`src/rtl/fetch_unit.sv`:
```
// rtl/fetch_unit.sv - instruction fetch FSM with a QDEPTH-entry instruction queue
// Optional FETCH_BYPASS_EN: a response that meets an empty queue goes straight to decode.
module fetch_unit #(
  parameter int QDEPTH = 2
) (
  input  logic        CLK,
  input  logic        reset,
  input  logic [31:0] pc_actual,
  output logic [31:0] pc_next,
  input  logic        redirect,
  input  logic [31:0] redirect_pc,
  output logic        imem_req,
  output logic [31:0] imem_addr,
  input  logic        imem_gnt,
  input  logic        imem_rvalid,
  input  logic [31:0] imem_rdata,
  output logic        if_valid,
  output logic [31:0] if_instr,
  output logic [31:0] if_pc,
  input  logic        if_ready
);

  localparam int PW = (QDEPTH > 2) ? 2 : 1;
  localparam int CW = PW + 1;

  typedef enum logic [1:0] {IDLE, WAIT, DROP} state_t;

  state_t        state_q, state_d;
  logic [PW-1:0] rd_ptr_q, rd_ptr_d;
  logic [PW-1:0] wr_ptr_q, wr_ptr_d;
  logic [CW-1:0] count_q, count_d;
  logic [31:0]   pending_pc_q, pending_pc_d;
  logic [31:0]   instr_mem_q [QDEPTH];
  logic [31:0]   pc_mem_q    [QDEPTH];

  logic head_valid, resp, accept, bypass, pop, push;

  always_comb begin
    head_valid = (count_q != '0);
    resp       = (state_q == WAIT) && imem_rvalid && !redirect;
    // Reset is folded in so the request drops without waiting for a clock edge.
    imem_req   = !reset && (state_q == IDLE) && (count_q < CW'(QDEPTH)) && !redirect;
    imem_addr  = pc_actual;
    accept     = imem_req && imem_gnt;
    bypass     = 1'b0;
`ifdef FETCH_BYPASS_EN
    bypass     = resp && !head_valid;
`endif
    if_valid   = head_valid || bypass;
    if_instr   = 32'h0;
    if_pc      = 32'h0;
    if (head_valid) begin
      if_instr = instr_mem_q[rd_ptr_q];
      if_pc    = pc_mem_q[rd_ptr_q];
    end else if (bypass) begin
      if_instr = imem_rdata;
      if_pc    = pending_pc_q;
    end
    pop  = head_valid && if_ready;
    push = resp && !(bypass && if_ready);

    if (redirect)    pc_next = redirect_pc;
    else if (accept) pc_next = pc_actual + 32'd4;
    else             pc_next = pc_actual;
  end

  always_comb begin
    state_d      = state_q;
    pending_pc_d = accept ? pc_actual : pending_pc_q;
    case (state_q)
      IDLE: if (accept) state_d = WAIT;
      // A redirect racing the response simply drops it; otherwise the response is still owed.
      WAIT: begin
        if (imem_rvalid)   state_d = IDLE;
        else if (redirect) state_d = DROP;
      end
      DROP: if (imem_rvalid) state_d = IDLE;
      default: state_d = IDLE;
    endcase

    if (redirect) begin
      rd_ptr_d = '0;
      wr_ptr_d = '0;
      count_d  = '0;
    end else begin
      rd_ptr_d = rd_ptr_q + PW'(pop);
      wr_ptr_d = wr_ptr_q + PW'(push);
      count_d  = count_q + CW'(push) - CW'(pop);
    end
  end

  always_ff @(posedge CLK or posedge reset) begin
    if (reset) begin
      state_q      <= IDLE;
      rd_ptr_q     <= '0;
      wr_ptr_q     <= '0;
      count_q      <= '0;
      pending_pc_q <= 32'h0;
    end else begin
      state_q      <= state_d;
      rd_ptr_q     <= rd_ptr_d;
      wr_ptr_q     <= wr_ptr_d;
      count_q      <= count_d;
      pending_pc_q <= pending_pc_d;
    end
  end

  always_ff @(posedge CLK or posedge reset) begin
    if (reset) begin
      for (int i = 0; i < QDEPTH; i++) begin
        instr_mem_q[i] <= 32'h0;
        pc_mem_q[i]    <= 32'h0;
      end
    end else if (push) begin
      instr_mem_q[wr_ptr_q] <= imem_rdata;
      pc_mem_q[wr_ptr_q]    <= pending_pc_q;
    end
  end

endmodule
```
`config.mk`:
```
export PLATFORM = sky130hd
export DESIGN_NAME = fetch_unit
export DESIGN_NICKNAME = d
export VERILOG_FILES = /design/src/rtl/fetch_unit.sv
export SDC_FILE = /design/constraint.sdc
export NUM_CORES = 1
export LEC_CHECK = 0
export ABC_AREA = 1
export ABC_CLOCK_PERIOD_IN_PS = 7600
export CAP_MARGIN = 20
export CORE_MARGIN = 4
export CORE_UTILIZATION = 46
export CTS_BUF_LIST = sky130_fd_sc_hd__clkbuf_4
export DETAILED_ROUTE_END_ITERATION = 7
export GPL_TIMING_DRIVEN = 0
export PLACE_DENSITY = 0.85
export RECOVER_POWER = 25
export SYNTH_ARGS = -nofsm -noshare
export SYNTH_HDL_FRONTEND = slang
export SYNTH_SLANG_ARGS = --single-unit
```
`constraint.sdc`:
```
create_clock -name CLK -period 7.6 [get_ports CLK]
set_input_delay 1.52 -clock CLK [delete_from_list [all_inputs] [get_ports CLK]]
set_output_delay 1.52 -clock CLK [all_outputs]
set_load 0.02 [all_outputs]
```
**Run 1: sequential cells coloured by netlist name**

Other sequential cells in the stronger grey, the rest of the logic in the fainter grey.
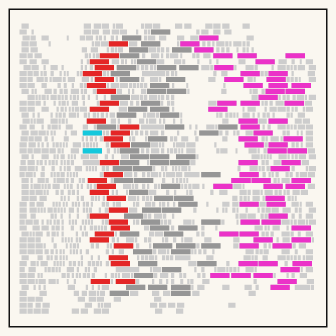
state_q: drawn in cyan, sequential cells 2. instr_mem_q: drawn in magenta, sequential cells 64, where a column on the right. pending_pc_q: drawn in red, sequential cells 32.
Reg area: 0.00415 mm²
Seq/total area: 35.9%

**Run 1: met2 routing**

Cells faint in the background.
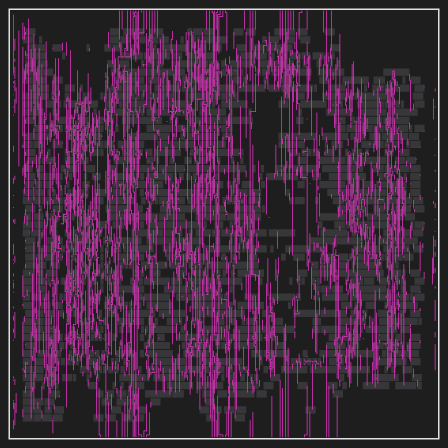
1,147 nets have wire on it. The layer carries 12,100 µm of wire.

**Run 1: cell area per tile**

14 x 14 tiles, from white (low) to dark blue (high), 0 to 100% covered.
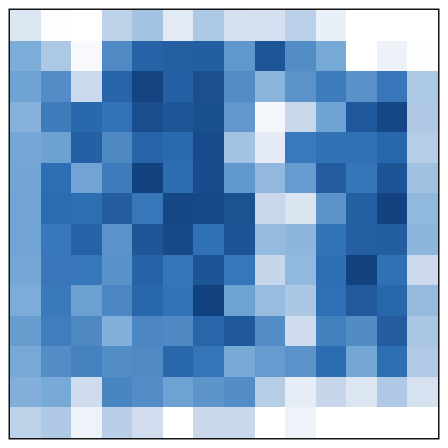
26% of the tiles are over 75% full. The fullest tile reaches 93%. The mean over all tiles is 54%. 6.6% of the tiles are nearly empty.

==> run 1: power groups by stage <==
| stage | Sequential (µW) | Clock (µW) | Combinational, µW |
|---|---|---|---|
| 6_report | 1300 | 547 | 1240 |
| 5_1_grt | 1340 | 600 | 1360 |
| 4_1_cts | 1300 | 560 | 1260 |
| 3_5_place_dp | 1320 | 0 | 1250 |
| 3_3_place_gp | 1300 | 0 | 1220 |
| 2_1_floorplan | 1270 | 0 | 724 |
==> run 1: worst min path at each step <==
stage | start | endpoint | slack, ps | cells past startpoint
2_1_floorplan | pending_pc_q[2]$_DFFE_PP0P_ | pc_mem_q[2]$_DFFE_PP0P_ | 450 | 2
3_3_place_gp | pending_pc_q[2]$_DFFE_PP0P_ | pc_mem_q[2]$_DFFE_PP0P_ | 470 | 2
3_5_place_dp | pending_pc_q[27]$_DFFE_PP0P_ | pending_pc_q[27]$_DFFE_PP0P_ | 490 | 2
4_1_cts | pending_pc_q[27]$_DFFE_PP0P_ | pending_pc_q[27]$_DFFE_PP0P_ | 520 | 2
5_1_grt | pending_pc_q[27]$_DFFE_PP0P_ | pending_pc_q[27]$_DFFE_PP0P_ | 530 | 2
6_report | instr_mem_q[56]$_DFFE_PP0P_ | instr_mem_q[56]$_DFFE_PP0P_ | 520 | 1
==> run 1: metal layers <==
layer  wire length, µm  global-route usage (%)  share of wire (%)  vias to the layer above
met4               869                    11.0                3.4                        0
met3              1960                    5.92                7.8                       66
met5                 0                       0                  0                        -
met2             12100                    41.2                 48                      370
met1             10300                    30.0                 41                     3710
li1                  -                       -                  -                     3858
==> run 1: worst register-to-register path: cells and delay by family, from the launching register on <==
family | cells | cell delay (ps)
AOI/OAI and AO/OA | 1 | 100
DFF | 1 | 420
and+or+nand+nor | 4 | 570
buffers and inverters | 5 | 1080
adders and majority gates | 1 | 230
==> Changelog: implementation, run 1 <==
### Implementation results

* Placed cells at between 1,500 and 2,000
* Grt ovf at 0
* Adders+Majority by Area at less than 1%
* Clock skew at approximately 14 ps
* Setup WS post-layout at about 1500 ps
* Clk cell area share at ~2.7%
* Largest regs: instr_mem_q: 64 flops, pc_mem_q: 64 flops, pending_pc_q: 32 flops
* CTS Buf Count at 17
* Nonclk buf count at between 300 and 400
* Flops at about 170
* Synth top area share at roughly half
* Max Transition Viols Final at 44
* Final setup violation count at 0
* Pin count of the biggest net entering global routing at ~44
* Non-clk buf share at between 20% and 30%
* First-pass GRT wire length at 40.2 mm
* Net Count, Synth at 1,147
* Failing checks: max-capacitance violations, max-slew violations
* Status: finished, violations left
* Hold WS at ~520 ps
* GRT Util Overall at approximately 24%
* MaxCap Viol Count at 1
* Switch Pwr at 1150 µW
* HPWL after DPL at ~20 mm
* Core area at around 0.018 mm²
* Mi-comb count at 661
* Dpl cell area at between 0.01 and 0.015 mm²
* Most numerous logic cell after layout: nand2_1
* Root Driver: clkbuf_4
* Final net count at roughly 1,400
* Least-Margin Pin Slew at about 2300 ps
* Fin crit share at 79.6%
* Cell mode on critical path: buf_12
* Delay-heaviest family, CP: buffers and inverters
* Peak supply drop at 0.000101 V
* Synth flops at approximately 170
* Count leader, synth: nand2_1
* Critical path depth in cells at 10
* WL final at ~25 mm
* Tool warning count at 27
* # Cells Yosys at between 1,000 and 1,500
* Tapcells at 229
* Cell Type Count at 30
* Yosys xor share at 0.713%
* Floorplan core density at 47.4%
* Crit start category: input port
**Run 1: M1 wires**

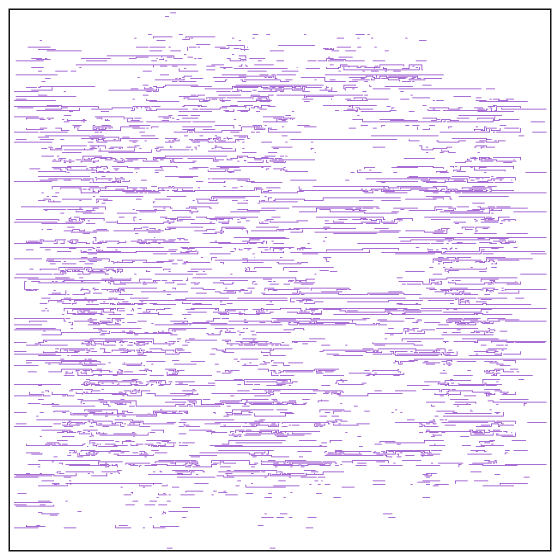

==> run 2: changes to the inputs <==
Settings changed: ABC_CLOCK_PERIOD_IN_PS 7600 to 5100.
Clock period 7.6 ns to 5.1 ns, I/O delays scaled along.
**Run 2: M1 wires**

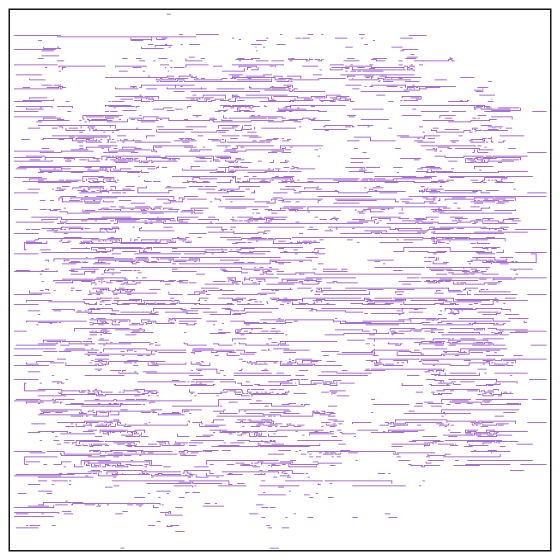
The layer carries 10,800 µm of wire. The wires run mostly horizontal. 1,274 nets have wire on it. The layer holds 43% of the routed length. The longest straight run is 43.0 µm.

==> run 2 against run 1 <==
The run still ends with max-capacitance violations, max-slew violations left. Die size is the same. Cell count grew 0.20%. Synthesized cell count is the same. Flip-flop count is the same. Final area grew 0.89%. Clock power grew 43%. Worst setup slack lost 1300 ps. Critical path type unchanged. Critical endpoint is now pc_next[17].
==> Changelog: implementation, run 2 <==
### Implementation results

* P_clk at 784 µW
* Status: finished, violations left
* Combinational cell power at ~1900 µW
* Failing checks: max-capacitance violations, max-slew violations
* Final net count at about 1,400
* Crit start category: input port
* Adders+Majority by Area at less than 1%
* Dpl cell area at ~0.011 mm²
* Peak supply drop at 0.000149 V
* Metal-1 WL at between 10 and 15 mm
* Yosys xor share at less than 1%
* HPWL after DPL at approximately 20 mm
* Met2 GRT Util at ~41%
* Count leader, synth: nand2_1
* Floorplan core density at a little under half
* Final setup violation count at 0
* Largest power group: registers
* Grt ovf at 0
* CTS Buf Count at 17
* Tool warning count at 28
* Switch Pwr at between 1500 and 2000 µW
* Hold Crit Depth at 1
* Fin crit share at 94.5%
* Least-Margin Pin Slew at between 2000 and 2500 ps
* Pin count of the biggest net entering global routing at roughly 41
* Core area at about 0.018 mm²
* GRT Util Overall at 24.5%
* Grt met3 use at under 10%
* Cell Type Count at 30
* Reg area at between 0.004 and 0.005 mm²
* MaxCap Viol Count at 2
* Metal3 WL at roughly 1.7 mm
* Net Count, Synth at roughly 1,100
* Placed cells at 1,503
* Setup WS post-layout at 280 ps
* Met2 WL post-DR at between 10 and 15 mm
* WL final at around 25 mm
* Synth top area share at 48.3%
* Clock skew at approximately 16 ps
* GR peak layer: met2
* Most numerous logic cell after layout: clkdlybuf4s50_1
* First-pass GRT wire length at 40.5 mm
* Flop+latch power at ~1900 µW
* Max Transition Viols Final at 77
## run 2: cell types whose count changed in the layout (fill, tap and decap cells not counted), moves of 2 or more
cell      change
nand2_1      -19
nand2_2      +19
o21ai_0       -5
a21oi_1       -4
a21oi_2       +4
clkinv_4      -3
nor2_1        -3
clkbuf_1      +2
nor2_2        +2
o21ai_2       +2
o21ai_4       +2
## run 2: repair_timing
item	CTS	global route
hold buffers	0	0
gates cloned	1	0
buffers inserted	0	2
setup endpoints to repair	26	28
## run 2: layout make-up
class                      count  area share (%)
inverter                     121            3.90
timing repair buffer         236            20.2
sequential                   166            35.6
clock inverter                14            1.29
antenna                        1          0.0215
tap                          229            2.46
clock buffer                  18            1.16
multi-input combinational    661            30.8
timing repair inverter         1          0.0429
buffer                        92            4.44
## run 2: path summary, 6_finish.rpt
| check | start | endpoint | slack, ps |
|---|---|---|---|
| worst min register to register | instr_mem_q[55]$_DFFE_PP0P_ | instr_mem_q[55]$_DFFE_PP0P_ | 520 |
| max in group asynchronous | reset | instr_mem_q[61]$_DFFE_PP0P_ | 1440 |
| worst max-delay path | reset | pc_next[17] | 280 |
| min in group asynchronous | reset | instr_mem_q[41]$_DFFE_PP0P_ | 830 |
| worst min-delay path | instr_mem_q[55]$_DFFE_PP0P_ | instr_mem_q[55]$_DFFE_PP0P_ | 520 |
| worst max register to register | state_q[1]$_DFFE_PP0P_ | instr_mem_q[6]$_DFFE_PP0P_ | 2630 |
## run 2: critical path, stage by stage
cell             delay (ps)
clkdlybuf4s50_1         510
clkinvlp_2              220
buf_12                  250
buf_12                  230
nand4_4                 230
nor2_4                  240
buf_6                   170
nand2_1                  60
nand2_1                  50
nand3_1                 100
nand2_2                  80
clkdlybuf4s50_1         600
Power is estimated from default activity; no workload was simulated.
